### src/rtl/mem_arb_pkg.sv
// Shared types for the memory-port arbiter: FSM states, port owner and the
// fixed access-size code used for instruction refills.
package mem_arb_pkg;

    typedef enum logic [1:0] {
        IDLE = 2'd0,
        BUSY = 2'd1,
        RESP = 2'd2
    } arb_state_t;

    typedef enum logic {
        OWN_I = 1'b0,
        OWN_D = 1'b1
    } arb_owner_t;

    localparam logic [2:0] FUNCT3_WORD = 3'b010;

endpackage

### src/rtl/mem_arbiter_if.sv
// Requester and memory-side signals of the arbiter. The slave modport is the
// arbiter's view; master is the view of the caches plus memory around it.
interface mem_arbiter_if #(
    parameter int DATA_WIDTH = 32
);
    logic                  i_req_i;
    logic [DATA_WIDTH-1:0] i_addr_i;
    logic [DATA_WIDTH-1:0] i_rdata_o;
    logic                  i_done_o;

    logic                  d_req_i;
    logic                  d_we_i;
    logic [DATA_WIDTH-1:0] d_addr_i;
    logic [DATA_WIDTH-1:0] d_wdata_i;
    logic [2:0]            d_funct3_i;
    logic [DATA_WIDTH-1:0] d_rdata_o;
    logic                  d_done_o;

    logic [DATA_WIDTH-1:0] mem_addr_o;
    logic                  mem_wr_en_o;
    logic [DATA_WIDTH-1:0] mem_wr_data_o;
    logic [2:0]            mem_funct3_o;
    logic [DATA_WIDTH-1:0] mem_rd_data_i;

    modport slave (
        input  i_req_i, i_addr_i,
        output i_rdata_o, i_done_o,
        input  d_req_i, d_we_i, d_addr_i, d_wdata_i, d_funct3_i,
        output d_rdata_o, d_done_o,
        output mem_addr_o, mem_wr_en_o, mem_wr_data_o, mem_funct3_o,
        input  mem_rd_data_i
    );

    modport master (
        output i_req_i, i_addr_i,
        input  i_rdata_o, i_done_o,
        output d_req_i, d_we_i, d_addr_i, d_wdata_i, d_funct3_i,
        input  d_rdata_o, d_done_o,
        input  mem_addr_o, mem_wr_en_o, mem_wr_data_o, mem_funct3_o,
        output mem_rd_data_i
    );
endinterface

### src/rtl/mem_arb_pick.sv
// Grant selection between the instruction and data requesters.
// MEM_ARB_ROUND_ROBIN_EN: ties alternate against last_owner; otherwise D wins ties.
module mem_arb_pick
    import mem_arb_pkg::*;
(
    input  logic       i_req,
    input  logic       d_req,
    input  arb_owner_t last_owner,
    output arb_owner_t o_owner
);

`ifdef MEM_ARB_ROUND_ROBIN_EN
    always_comb begin
        o_owner = OWN_I;
        if (i_req && d_req) begin
            o_owner = (last_owner == OWN_I) ? OWN_D : OWN_I;
        end else if (d_req) begin
            o_owner = OWN_D;
        end
    end
`else
    logic w_unused_last;
    assign w_unused_last = last_owner;

    always_comb begin
        o_owner = d_req ? OWN_D : OWN_I;
    end
`endif

endmodule

### src/rtl/mem_arbiter.sv
// Shares one data_memory port between I-cache refill and D-cache miss handling.
// Optional MEM_ARB_ROUND_ROBIN_EN selects round-robin tie breaking.
//
// state | meaning
// IDLE  | no access in flight, memory bus parked at zero
// BUSY  | bus driven from owner's inputs, cnt counts down to the capture cycle
// RESP  | owner's done pulses for one cycle with registered read data
module mem_arbiter
    import mem_arb_pkg::*;
#(
    parameter int DATA_WIDTH  = 32,
    parameter int MEM_LATENCY = 2
) (
    input  logic clk_i,
    input  logic rst_i,
    mem_arbiter_if.slave bus
);

    localparam int                 CNT_W    = $clog2(MEM_LATENCY + 1);
    localparam logic [CNT_W-1:0]   CNT_INIT = CNT_W'(MEM_LATENCY - 1);

    arb_state_t            r_state;
    arb_owner_t            r_owner;
    arb_owner_t            r_last_owner;
    logic [CNT_W-1:0]      r_cnt;
    logic [DATA_WIDTH-1:0] r_i_rdata;
    logic [DATA_WIDTH-1:0] r_d_rdata;
    logic                  r_i_done;
    logic                  r_d_done;
    arb_owner_t            w_pick;
    logic                  w_last_cycle;

    mem_arb_pick u_pick (
        .i_req      (bus.i_req_i),
        .d_req      (bus.d_req_i),
        .last_owner (r_last_owner),
        .o_owner    (w_pick)
    );

    assign w_last_cycle = (r_state == BUSY) && (r_cnt == '0);

    always_ff @(posedge clk_i) begin
        if (rst_i) begin
            r_state      <= IDLE;
            r_owner      <= OWN_I;
            r_last_owner <= OWN_I;
            r_cnt        <= '0;
            r_i_rdata    <= '0;
            r_d_rdata    <= '0;
            r_i_done     <= 1'b0;
            r_d_done     <= 1'b0;
        end else begin
            r_i_done <= 1'b0;
            r_d_done <= 1'b0;
            case (r_state)
                IDLE: begin
                    if (bus.i_req_i || bus.d_req_i) begin
                        r_owner <= w_pick;
                        r_cnt   <= CNT_INIT;
                        r_state <= BUSY;
                    end
                end
                BUSY: begin
                    if (r_cnt != '0) begin
                        r_cnt <= r_cnt - CNT_W'(1);
                    end else begin
                        // Read data is captured on writes too; callers ignore it.
                        if (r_owner == OWN_I) begin
                            r_i_rdata <= bus.mem_rd_data_i;
                            r_i_done  <= 1'b1;
                        end else begin
                            r_d_rdata <= bus.mem_rd_data_i;
                            r_d_done  <= 1'b1;
                        end
                        r_last_owner <= r_owner;
                        r_state      <= RESP;
                    end
                end
                RESP: begin
                    r_state <= IDLE;
                end
                default: begin
                    r_state <= IDLE;
                end
            endcase
        end
    end

    always_comb begin
        bus.mem_addr_o    = '0;
        bus.mem_wr_en_o   = 1'b0;
        bus.mem_wr_data_o = '0;
        bus.mem_funct3_o  = 3'b000;
        if (r_state == BUSY) begin
            if (r_owner == OWN_I) begin
                bus.mem_addr_o   = bus.i_addr_i;
                bus.mem_funct3_o = FUNCT3_WORD;
            end else begin
                bus.mem_addr_o    = bus.d_addr_i;
                bus.mem_funct3_o  = bus.d_funct3_i;
                bus.mem_wr_data_o = bus.d_wdata_i;
                // Single write strobe per access, on the capture cycle only.
                bus.mem_wr_en_o   = bus.d_we_i && w_last_cycle;
            end
        end
    end

    assign bus.i_rdata_o = r_i_rdata;
    assign bus.i_done_o  = r_i_done;
    assign bus.d_rdata_o = r_d_rdata;
    assign bus.d_done_o  = r_d_done;

endmodule

### src/flat_wrapper.sv
// flat-port wrapper written by rule: the top's interface ports become plain ports
module mem_arbiter_flat import mem_arb_pkg::*;
#(
    parameter int DATA_WIDTH  = 32,
    parameter int MEM_LATENCY = 2
)
  (clk_i, rst_i, bus_i_req_i, bus_i_addr_i, bus_i_rdata_o, bus_i_done_o, bus_d_req_i, bus_d_we_i, bus_d_addr_i, bus_d_wdata_i, bus_d_funct3_i, bus_d_rdata_o, bus_d_done_o, bus_mem_addr_o, bus_mem_wr_en_o, bus_mem_wr_data_o, bus_mem_funct3_o, bus_mem_rd_data_i);
  mem_arbiter_if #(.DATA_WIDTH(DATA_WIDTH)) bus_i ();
  input  logic clk_i;
  input  logic rst_i;
  input wire logic [$bits(bus_i.i_req_i)-1:0] bus_i_req_i;
  input wire logic [$bits(bus_i.i_addr_i)-1:0] bus_i_addr_i;
  output wire logic [$bits(bus_i.i_rdata_o)-1:0] bus_i_rdata_o;
  output wire logic [$bits(bus_i.i_done_o)-1:0] bus_i_done_o;
  input wire logic [$bits(bus_i.d_req_i)-1:0] bus_d_req_i;
  input wire logic [$bits(bus_i.d_we_i)-1:0] bus_d_we_i;
  input wire logic [$bits(bus_i.d_addr_i)-1:0] bus_d_addr_i;
  input wire logic [$bits(bus_i.d_wdata_i)-1:0] bus_d_wdata_i;
  input wire logic [$bits(bus_i.d_funct3_i)-1:0] bus_d_funct3_i;
  output wire logic [$bits(bus_i.d_rdata_o)-1:0] bus_d_rdata_o;
  output wire logic [$bits(bus_i.d_done_o)-1:0] bus_d_done_o;
  output wire logic [$bits(bus_i.mem_addr_o)-1:0] bus_mem_addr_o;
  output wire logic [$bits(bus_i.mem_wr_en_o)-1:0] bus_mem_wr_en_o;
  output wire logic [$bits(bus_i.mem_wr_data_o)-1:0] bus_mem_wr_data_o;
  output wire logic [$bits(bus_i.mem_funct3_o)-1:0] bus_mem_funct3_o;
  input wire logic [$bits(bus_i.mem_rd_data_i)-1:0] bus_mem_rd_data_i;
  assign bus_i.i_req_i = bus_i_req_i;
  assign bus_i.i_addr_i = bus_i_addr_i;
  assign bus_i_rdata_o = bus_i.i_rdata_o;
  assign bus_i_done_o = bus_i.i_done_o;
  assign bus_i.d_req_i = bus_d_req_i;
  assign bus_i.d_we_i = bus_d_we_i;
  assign bus_i.d_addr_i = bus_d_addr_i;
  assign bus_i.d_wdata_i = bus_d_wdata_i;
  assign bus_i.d_funct3_i = bus_d_funct3_i;
  assign bus_d_rdata_o = bus_i.d_rdata_o;
  assign bus_d_done_o = bus_i.d_done_o;
  assign bus_mem_addr_o = bus_i.mem_addr_o;
  assign bus_mem_wr_en_o = bus_i.mem_wr_en_o;
  assign bus_mem_wr_data_o = bus_i.mem_wr_data_o;
  assign bus_mem_funct3_o = bus_i.mem_funct3_o;
  assign bus_i.mem_rd_data_i = bus_mem_rd_data_i;
  mem_arbiter #(.DATA_WIDTH(DATA_WIDTH), .MEM_LATENCY(MEM_LATENCY)) u_core (.clk_i(clk_i), .rst_i(rst_i), .bus(bus_i));
endmodule
### config.mk
export PLATFORM = sky130hd
export DESIGN_NAME = mem_arbiter_flat
export DESIGN_NICKNAME = d
export VERILOG_FILES = /design/src/rtl/mem_arb_pkg.sv /design/src/rtl/mem_arbiter_if.sv /design/src/rtl/mem_arb_pick.sv /design/src/rtl/mem_arbiter.sv /design/src/flat_wrapper.sv
export SDC_FILE = /design/constraint.sdc
export NUM_CORES = 1
export LEC_CHECK = 0
export CORE_MARGIN = 5
export CORE_UTILIZATION = 32
export DETAILED_ROUTE_END_ITERATION = 8
export PLACE_DENSITY = 0.87
export SYNTH_ARGS = -nofsm -noshare
export SYNTH_HDL_FRONTEND = slang
export SYNTH_HIERARCHICAL = 1
export SYNTH_SLANG_ARGS = --single-unit
### constraint.sdc
create_clock -name clk_i -period 1.7 [get_ports clk_i]
set_input_delay 0.34 -clock clk_i [delete_from_list [all_inputs] [get_ports clk_i]]
set_output_delay 0.34 -clock clk_i [all_outputs]
set_load 0.01 [all_outputs]
**Run 1: M2 wires**

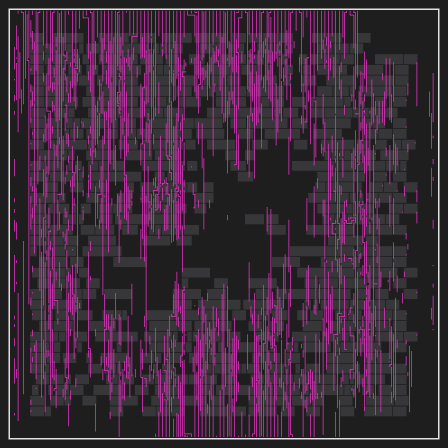
main direction: vertical
nets with wire on the layer: 711
met2 Resource Use GR: 41.0%
vias: 3848
WL final: 14400 um

**Run 1: placement density heat map**

11 x 11 tiles, from white (low) to dark blue (high), 0 to 100% covered.
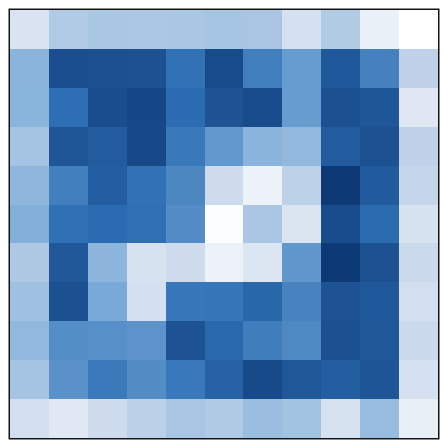
tiles over 75% full: 33%
nearly empty tiles: 1.7%
mean over tiles: 55%
emptiest ninth of the die: middle
fullest tile: 97%
Initial Util: 32.5%
Util after Layout: 69.0%
core area: 9680 sq um

==> results.sh, run 1 <==
# flow metrics
export IMPL_crit_end="bus_mem_wr_en_o"
export IMPL_place_area_sq_um=6050
export IMPL_crit_type="reg -> out"
export IMPL_power_share_sequential_pct=37.0
export IMPL_fp_nets=497
export IMPL_internal_power_mw=3.55
export IMPL_cts_clk_slew_worst_paths_ns=0.07
export IMPL_clockRootBuffer="clkbuf_8"
export IMPL_place_gp_congestion=0.842
export IMPL_cp_startpoint="u_core/r_owner"
export IMPL_top_usage_layer="met2"
export IMPL_hold_ws_ns=0.461
export IMPL_comb_share_pct=25.3
export IMPL_multiInputCombCellCount=252
export IMPL_die_h_um=109
export IMPL_final_clk_cell_share_pct=3.22
export IMPL_flops=71
export IMPL_totalPowerFinal_mw=4.94
export IMPL_holdBufCountCts=0
export IMPL_grt_max_degree=33
export IMPL_setup_tns_ns=-3.33
export IMPL_drc=0
export IMPL_routedWlPerCell_um=18.2
export IMPL_dr_wl_met2_um=7710
export IMPL_cts_buffer_depth=2
export IMPL_max_cap_violations=0
export IMPL_outcome="finished, violations left"
export IMPL_pwr_density_cell_nw_per_um2=739
export IMPL_biggestCellCategory="buffers"
export IMPL_rr_endpoint="u_core/bus.i_rdata_o[2]"
export IMPL_slew_violations=0
export IMPL_seqCellArea_sq_um=1430
export IMPL_start_kind="flip-flop"
export IMPL_p_sw_share_pct=28.2
export IMPL_final_cell_mix="clkdlybuf4s50_1 (201), dfxtp_1 (68), nand2_1 (65)"
export IMPL_violations="setup timing"
export IMPL_hp_class="reg -> reg"
export IMPL_clkbuf_count=11
export IMPL_comb_cell_power_mw=1.71
export IMPL_critPathMaxFanout=4
export IMPL_row_count=36
export IMPL_critPathArrivalTime_ns=1.49
export IMPL_cts_tree="yes"
export IMPL_firstDrtPassIters=4
export IMPL_hp_start="u_core/bus.d_rdata_o[21]"
export IMPL_final_hold_violation_count=0
export IMPL_p_comb_share_pct=34.6
export IMPL_grt_pass1_wl_um=20500
export IMPL_drt_iter0_markers=160
export IMPL_io_buffers=269
export IMPL_openroad_warnings=28
export IMPL_buffer_area_share_pct=47.4
export IMPL_hold_depth=2
export IMPL_top_layer_used="met4"
export IMPL_antennaDiodeCount=0
export IMPL_dp_hpwl_um=10500
export IMPL_die_w_um=109
export IMPL_drive_gt1_share_pct=25.5
export IMPL_met3_usage_pct=6.39
export IMPL_leakage_nw=2.73
export IMPL_synth_warnings=6
export IMPL_clk_latency_ns=0.33
export IMPL_stdcell_area_sq_um=6680
export IMPL_syn_inst=360
export IMPL_grt_setup_unrepaired="true"
export IMPL_dpl_worst_slack_ns=-0.326
export IMPL_finalCritPeriodShare_pct=108
export IMPL_powerClk_mw=1.40
export IMPL_vias_per_cell=4.86
export IMPL_powerSeq_mw=1.82
export IMPL_tapCellCount=133
export IMPL_dp_cells=749
export IMPL_antenna_found_initial=0
export IMPL_crit_buf_inv=3
export IMPL_worst_pin_slew_ns=0.337
export IMPL_cts_resized=298
export IMPL_slew_headroom_pct=77.5
export IMPL_reg2reg_from="u_core/r_owner"
export IMPL_crit_family="simple AND/OR/NAND/NOR gates"
export IMPL_final_common_cell="clkdlybuf4s50_1"
export IMPL_skew_ns=0.00886
export IMPL_cts_max_level=3
export IMPL_seq_cell_share_pct=21.4
export IMPL_ir_worst_vdd_mv=0.440
export IMPL_p_switching_mw=1.39
export IMPL_syn_area_per_cell_sq_um=8.73
export IMPL_wl_met1_um=5160
export IMPL_cp_depth=5
export IMPL_syn_cell_area_sq_um=3140
export IMPL_io_pins=270
export IMPL_grt_overflow_total=0
export IMPL_fmax_mhz=545
export IMPL_worstPathRequired_ns=1.36
export IMPL_critPathSlowestCell="dfxtp_4"
export IMPL_reg2reg_depth=7
export IMPL_path_cells="buf_12, buf_6, and4b_2, and2_1, buf_2"
export IMPL_setup_violations_final=53
export IMPL_cts_buffers=9
export IMPL_route_met3_wl_um=1290
export IMPL_clock_sinks=71
export IMPL_top_power_group="sequential cells"
export IMPL_first_global_vias=3933
export IMPL_cp_end_kind="output port"
export IMPL_inv_count=3
export IMPL_reg2reg_setup_slack_ns=0.03
export IMPL_post_route_min_period_ns=1.83
export IMPL_cpPeakStageDelay_ns=0.38
export IMPL_grtUsageTotal_pct=22.3
export IMPL_drtAntennaViolNets=0
export IMPL_buffers=317
export IMPL_comb_area_sq_um=1690
export IMPL_hold_path_end="u_core/bus.d_rdata_o[21]"
export IMPL_cts_setup_buffers=15
export IMPL_final_nets=791
export IMPL_p_clk_share_pct=28.4
export IMPL_areaGrowthSynthToFinish_pct=113
export IMPL_stdcell_count=792
export IMPL_fill_cells=722
export IMPL_setup_ws_ns=-0.135
export IMPL_dieArea_sq_um=11900
**Run 1: M1 wires**

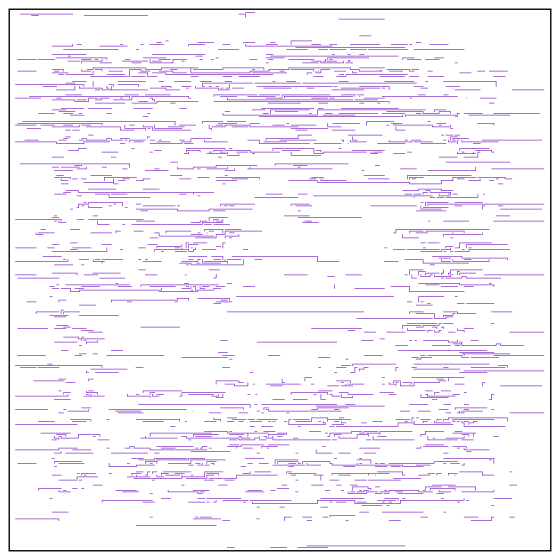
nets with wire on the layer: 692
main direction: horizontal
wire length on this layer: 5160 um
longest straight run: 35.4 um
share of all routed wire: 36%
met1 Use GR: 24.4%

**Run 1: cell placement**

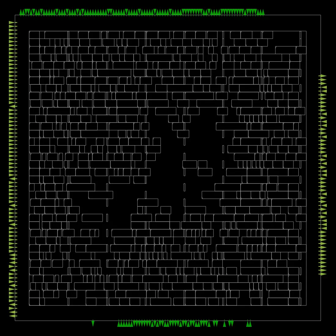

==> run 2: changes to the inputs <==
- PLACE_DENSITY: 0.87 -> 0.81
**Run 2: cell placement**

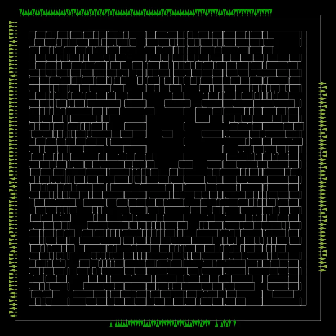
Well Taps: 133
Rows: 36
non-filler cells, final: 786
fill count: 782
Flops: 71

**Run 2: M2 wires**

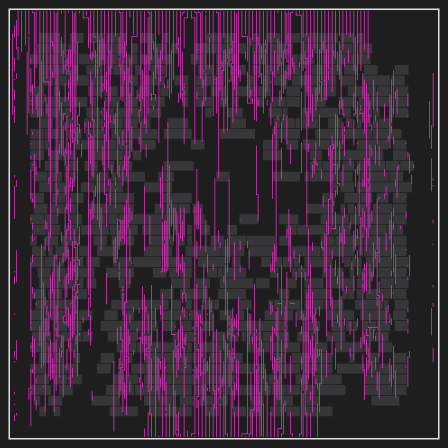
nets with wire on the layer: 696
longest straight run: 57.7 um
wire length on this layer: 7060 um
main direction: vertical
vias: 3709
WL final: 13600 um
met2 Resource Use GR: 37.8%

==> results.sh, run 2 <==
# flow metrics
export IMPL_fp_nets=497
export IMPL_first_global_vias=3854
export IMPL_cts_resized=292
export IMPL_path_cells="buf_12, buf_12, bufbuf_16, and3_4, buf_6"
export IMPL_place_gp_congestion=0.823
export IMPL_grt_setup_unrepaired="true"
export IMPL_clkbuf_count=10
export IMPL_dp_cells=750
export IMPL_drtAntennaViolNets=0
export IMPL_critPathArrivalTime_ns=1.50
export IMPL_fmax_mhz=544
export IMPL_cts_tree="yes"
export IMPL_cts_max_level=3
export IMPL_place_area_sq_um=6060
export IMPL_antennaDiodeCount=0
export IMPL_io_buffers=269
export IMPL_cp_startpoint="u_core/r_owner"
export IMPL_top_usage_layer="met2"
export IMPL_grt_max_degree=34
export IMPL_hold_depth=2
export IMPL_antenna_found_initial=0
export IMPL_seqCellArea_sq_um=1430
export IMPL_max_cap_violations=0
export IMPL_crit_family="buffers and inverters"
export IMPL_hold_ws_ns=0.456
export IMPL_clk_latency_ns=0.34
export IMPL_rr_endpoint="u_core/bus.i_rdata_o[21]"
export IMPL_dpl_worst_slack_ns=-0.250
export IMPL_ir_worst_vdd_mv=0.412
export IMPL_totalPowerFinal_mw=4.70
export IMPL_io_pins=270
export IMPL_crit_end="bus_mem_wr_data_o[12]"
export IMPL_hp_start="u_core/bus.d_rdata_o[20]"
export IMPL_final_clk_cell_share_pct=2.94
export IMPL_p_sw_share_pct=29.4
export IMPL_setup_tns_ns=-4.92
export IMPL_top_layer_used="met4"
export IMPL_worst_pin_slew_ns=0.338
export IMPL_final_common_cell="clkdlybuf4s50_1"
export IMPL_power_share_sequential_pct=38.9
export IMPL_powerSeq_mw=1.83
export IMPL_areaGrowthSynthToFinish_pct=107
export IMPL_buffer_area_share_pct=47.3
export IMPL_wl_met1_um=5000
export IMPL_final_hold_violation_count=0
export IMPL_slew_headroom_pct=77.5
export IMPL_dieArea_sq_um=11900
export IMPL_reg2reg_setup_slack_ns=0.07
export IMPL_skew_ns=0.00906
export IMPL_buffers=312
export IMPL_pwr_density_cell_nw_per_um2=723
export IMPL_p_clk_share_pct=26.8
export IMPL_fp_util_pct=32.5
export IMPL_hold_path_end="u_core/bus.d_rdata_o[20]"
export IMPL_setup_violations_final=55
export IMPL_met3_usage_pct=5.62
export IMPL_cp_end_kind="output port"
export IMPL_critPathSlowestCell="dfxtp_4"
export IMPL_post_route_min_period_ns=1.84
export IMPL_final_cell_mix="clkdlybuf4s50_1 (201), dfxtp_1 (67), nand2_1 (65)"
export IMPL_clockRootBuffer="clkbuf_8"
export IMPL_grt_pass1_wl_um=19600
export IMPL_grtUsageTotal_pct=21.2
export IMPL_stdcell_area_sq_um=6510
export IMPL_dr_wl_met2_um=7060
export IMPL_syn_cell_area_sq_um=3140
export IMPL_firstDrtPassIters=4
export IMPL_reg2reg_from="u_core/r_owner"
export IMPL_biggestCellCategory="buffers"
export IMPL_cts_buffers=9
export IMPL_multiInputCombCellCount=251
export IMPL_hp_class="reg -> reg"
export IMPL_p_comb_share_pct=34.3
export IMPL_dp_hpwl_um=10300
export IMPL_outcome="finished, violations left"
export IMPL_leakage_nw=2.68
export IMPL_cpPeakStageDelay_ns=0.38
export IMPL_syn_area_per_cell_sq_um=8.73
export IMPL_core_area_sq_um=9680
export IMPL_top_power_group="sequential cells"
export IMPL_drt_iter0_markers=161
export IMPL_final_nets=785
export IMPL_cts_clk_slew_worst_paths_ns=0.08
export IMPL_cp_depth=5
export IMPL_crit_type="reg -> out"
export IMPL_reg2reg_depth=7
export IMPL_critPathMaxFanout=6
export IMPL_synth_warnings=6
export IMPL_die_h_um=109
export IMPL_cts_setup_buffers=12
export IMPL_cts_buffer_depth=2
export IMPL_die_w_um=109
export IMPL_drive_gt1_share_pct=24.0
export IMPL_route_met3_wl_um=1220
export IMPL_comb_share_pct=25.1
export IMPL_slew_violations=0
export IMPL_crit_buf_inv=4
export IMPL_clock_sinks=71
export IMPL_syn_inst=360
export IMPL_seq_cell_share_pct=22.0
export IMPL_holdBufCountCts=0
export IMPL_violations="setup timing"
export IMPL_comb_area_sq_um=1630
export IMPL_setup_ws_ns=-0.138
